### M1 wires

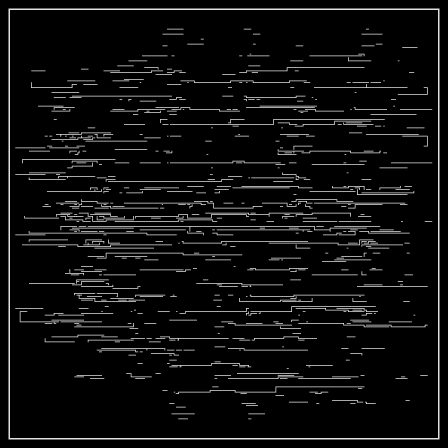
### Metal 2

The bar under the picture is 20 um long.
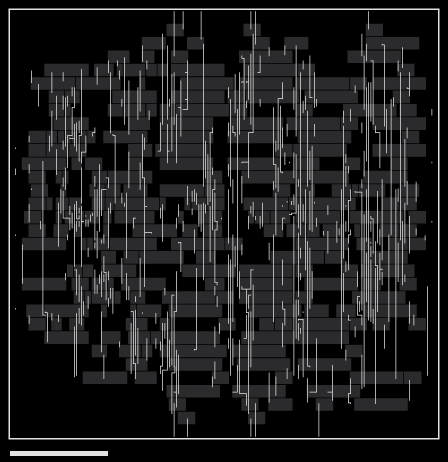
### Signal wires on met3

The bar under the picture is 20 um long.
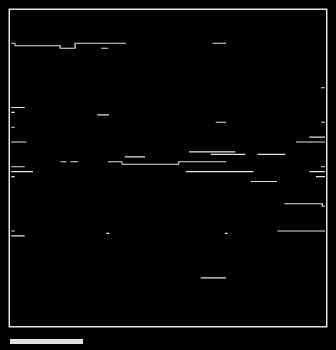
[src/rtl/merge_fifo_ms.sv]
// merge_fifo_ms: FLUX independent circular queues merged into one tagged output stream.
// Each popped word is {flux index, payload}. The source flux is chosen round-robin,
// starting the search after the flux that was granted last.
module merge_fifo_ms #(
    parameter int unsigned WIDTH = 8,
    parameter int unsigned DEPTH = 4,
    parameter int unsigned FLUX  = 2,
    localparam int unsigned TAG_WIDTH = $clog2(FLUX),
    localparam int unsigned PAYLOAD   = WIDTH - TAG_WIDTH
) (
    input  logic                      ck,
    input  logic                      rst,
    input  logic [FLUX-1:0]           wr,
    input  logic [FLUX*PAYLOAD-1:0]   datain,
    input  logic                      rd,
    output logic [FLUX-1:0]           full,
    output logic                      empty,
    output logic [WIDTH-1:0]          dataout
);

    localparam int unsigned AW = $clog2(DEPTH);
    localparam int unsigned CW = $clog2(DEPTH + 1);

    logic [PAYLOAD-1:0]   mem_q [FLUX][DEPTH];
    logic [AW-1:0]        wp_q  [FLUX];
    logic [AW-1:0]        wp_d  [FLUX];
    logic [AW-1:0]        rp_q  [FLUX];
    logic [AW-1:0]        rp_d  [FLUX];
    logic [CW-1:0]        cnt_q [FLUX];
    logic [CW-1:0]        cnt_d [FLUX];
    logic [TAG_WIDTH-1:0] last_q, last_d;
    logic [TAG_WIDTH-1:0] gnt;
    logic                 found;
    logic [WIDTH-1:0]     dataout_q, dataout_d;
    logic [FLUX-1:0]      nonempty;
    logic [FLUX-1:0]      wr_ok;
    logic [FLUX-1:0]      pop_sel;
    logic                 pop;

    // Status flags, derived only from registered counts.
    always_comb begin
        for (int i = 0; i < int'(FLUX); i++) begin
            full[i]     = (cnt_q[i] == CW'(DEPTH));
            nonempty[i] = (cnt_q[i] != '0);
        end
    end

    assign empty = ~|nonempty;
    assign pop   = rd & ~empty;

    // Round-robin grant: first non-empty flux above last, else first at or below it.
    always_comb begin
        gnt   = last_q;
        found = 1'b0;
        for (int i = 0; i < int'(FLUX); i++) begin
            if (!found && nonempty[i] && (i > int'(last_q))) begin
                gnt   = TAG_WIDTH'(i);
                found = 1'b1;
            end
        end
        for (int i = 0; i < int'(FLUX); i++) begin
            if (!found && nonempty[i] && (i <= int'(last_q))) begin
                gnt   = TAG_WIDTH'(i);
                found = 1'b1;
            end
        end
    end

    // Next-state for pointers, counts, arbitration history and the output register.
    // A write to a full queue is dropped even if that queue is popped on the same edge.
    always_comb begin
        last_d    = last_q;
        dataout_d = dataout_q;
        for (int i = 0; i < int'(FLUX); i++) begin
            wr_ok[i]   = wr[i] & ~full[i];
            pop_sel[i] = pop && (gnt == TAG_WIDTH'(i));
            wp_d[i]    = wr_ok[i]   ? wp_q[i] + 1'b1 : wp_q[i];
            rp_d[i]    = pop_sel[i] ? rp_q[i] + 1'b1 : rp_q[i];
            unique case ({wr_ok[i], pop_sel[i]})
                2'b10:   cnt_d[i] = cnt_q[i] + CW'(1);
                2'b01:   cnt_d[i] = cnt_q[i] - CW'(1);
                default: cnt_d[i] = cnt_q[i];
            endcase
        end
        if (pop) begin
            last_d    = gnt;
            dataout_d = {gnt, mem_q[gnt][rp_q[gnt]]};
        end
    end

    // Control state with asynchronous reset; queued data is discarded by clearing counts.
    always_ff @(posedge ck or posedge rst) begin
        if (rst) begin
            for (int i = 0; i < int'(FLUX); i++) begin
                wp_q[i]  <= '0;
                rp_q[i]  <= '0;
                cnt_q[i] <= '0;
            end
            last_q    <= TAG_WIDTH'(FLUX - 1);
            dataout_q <= '0;
        end else begin
            for (int i = 0; i < int'(FLUX); i++) begin
                wp_q[i]  <= wp_d[i];
                rp_q[i]  <= rp_d[i];
                cnt_q[i] <= cnt_d[i];
            end
            last_q    <= last_d;
            dataout_q <= dataout_d;
        end
    end

    // Queue storage; no reset needed since counts gate every read.
    always_ff @(posedge ck) begin
        for (int i = 0; i < int'(FLUX); i++) begin
            if (wr_ok[i]) begin
                mem_q[i][wp_q[i]] <= datain[i*PAYLOAD +: PAYLOAD];
            end
        end
    end

    assign dataout = dataout_q;

endmodule

[config.mk]
export PLATFORM = sky130hd
export DESIGN_NAME = merge_fifo_ms
export DESIGN_NICKNAME = d
export VERILOG_FILES = /design/src/rtl/merge_fifo_ms.sv
export SDC_FILE = /design/constraint.sdc
export NUM_CORES = 1
export LEC_CHECK = 0
export CAP_MARGIN = 20
export CORE_MARGIN = 2
export CORE_UTILIZATION = 50
export DETAILED_ROUTE_END_ITERATION = 16
export PLACE_DENSITY = 0.71
export SYNTH_ARGS = -nofsm -noshare
export SYNTH_HDL_FRONTEND = slang
export SYNTH_SLANG_ARGS = --single-unit
[constraint.sdc]
create_clock -name ck -period 7.1 [get_ports ck]
set_input_delay 1.065 -clock ck [delete_from_list [all_inputs] [get_ports ck]]
set_output_delay 1.065 -clock ck [all_outputs]
set_load 0.05 [all_outputs]
==> ci_impl_report.md <==
### Flow metrics

| Metric | Value |
|---|---|
| OpenROAD warning count | 32 |
| Met2 Use GR | around 25% |
| Core Area | between 6000 and 7000 um^2 |
| Synth warn | 0 |
| Cells after Synth | roughly 220 |
| Crit-path max cell delay | between 0.8 and 0.9 ns |
| Crit start category | register |
| WL met2 | 2620 um |
| Reg2reg end | cnt_q[2] |
| Hold Buf Count CTS | 0 |
| Arrival time worst endpoint | about 2.2 ns |
| Aoi share | between 3 and 4% |
| Routed Antenna Nets | 0 |
| Adder Area Share | 4.79% |
| Placer's final routability congestion estimate | approximately 0.8 |
| Synth area leader | edfxtp_1 |
| P_sw | 0.644 mW |
| Pwr dens | 437 nW/um^2 |
| Final setup vio count | 0 |
| Worst reg2reg path depth | 10 |
| Synth Net Count | 254 |
| HP Start | dataout[7] |
| Wire per inst | around 16 um |
| Area share, top type | ~49% |
| Synth Area in Simple Gates | between 5 and 6% |
| CTS Buffer Depth | 2 |
| Outcome | complete, no violations |
| Static leakage | roughly 1.6 nW |
| Tmin final | between 3 and 4 ns |
| Ant. Diodes | 0 |
| Dominant kind of combinational cell | multiplexers |
| Dominant flop cell | edfxtp_1 |
| Clock root buffer | clkbuf_8 |
| Peak VDD IR | just under 0.0003 V |
| Detailed Routing Iterations Pass 1 | 4 |
| Synth top area cells | edfxtp_1 49%, dfrtp_1 16%, mux2i_1 8.4%, ha_1 3.6%, mux2_1 3.3% |
| Vias | roughly 1.8k |
| Period utilization | 46.3% |
| Critical-path top delay cell | clkdlybuf4s50_1 |
| Fillcell total | between 500 and 600 |
| Hold Crit Class | reg2reg |
| HPWL after detailed placement | 3770 um |
| Max FO, Critical Path | 6 |
| Cell Type Count | 35 |
| Most numerous cell in the Yosys netlist | edfxtp_1 |
About 'M1 wires':
The layer holds 46% of the routed length. The layer carries 2520 um of wire. The longest straight run is 46.0 um. The wires run mostly horizontal.

About 'Metal 2':
The wires run mostly vertical. The layer carries 2620 um of wire.

About 'Signal wires on met3':
26 nets have wire on it. The wires run mostly horizontal. The layer carries 216 um of wire. The layer holds 3.9% of the routed length. The longest straight run is 18.4 um.

area by class of cell:
class	count	area [um^2]	share of cell area [%]
clock inverters	7	80.1	2.01
multi-input cells	122	1070	26.9
clock buffers	9	124	3.11
repair buffers	29	290	7.29
inverters	15	56.3	1.41
flip-flops and latches	79	2260	56.7
well taps	80	100	2.51
worst max-delay path: cells and delay by family (launching register included):
kind | cells | cell delay, ns
buffers and inverters | 1 | 0.81
AND/OR/NAND/NOR | 2 | 0.64
flip-flops | 1 | 0.42
registers in the layout, indices dropped and copies added, names as in the netlist:
name and count:
mem_q 56, dataout 8, cnt_q 6, rp_q 4
wp_q 4, last_q 1
power groups by stage:
stage	sequential (mW)	clock [mW]	combinational [mW]
finish	0.749	0.337	0.654
global route	0.768	0.360	0.719
CTS	0.750	0.345	0.663
detailed placement	0.759	0	0.659
global placement	0.755	0	0.646
floorplan	0.774	0	0.488
stage by stage:
step | hold WS [ns] | std cells | utilization, % | area [um^2] | total power, mW
after detailed placement | 0.478 | 325 | 56.2 | 3780 | 1.42
after global routing | 0.517 | 341 | 59.3 | 3980 | 1.85
after global placement | 0.471 | 325 | 56.2 | 3780 | 1.40
after CTS | 0.501 | 341 | 59.3 | 3980 | 1.76
final | 0.493 | 341 | 59.3 | 3980 | 1.74
after floorplan | 0.460 | 223 | - | 3450 | 1.26
placed cells by master, fill, tap and decap left out, types with 5 or more instances in the layout:
| master | n |
|---|---|
| edfxtp_1 | 56 |
| inv_1 | 15 |
| and2_1 | 8 |
| o221ai_1 | 6 |
| mux2i_1 | 29 |
| dfrtp_1 | 22 |
| clkbuf_8 | 9 |
| nor2_1 | 5 |
| ha_1 | 10 |
| mux2_2 | 6 |
| clkdlybuf4s50_1 | 29 |
| xnor2_1 | 7 |
| nand2_1 | 12 |
| mux2_1 | 10 |
| xor2_1 | 5 |
Power is estimated from default activity; no workload was simulated.
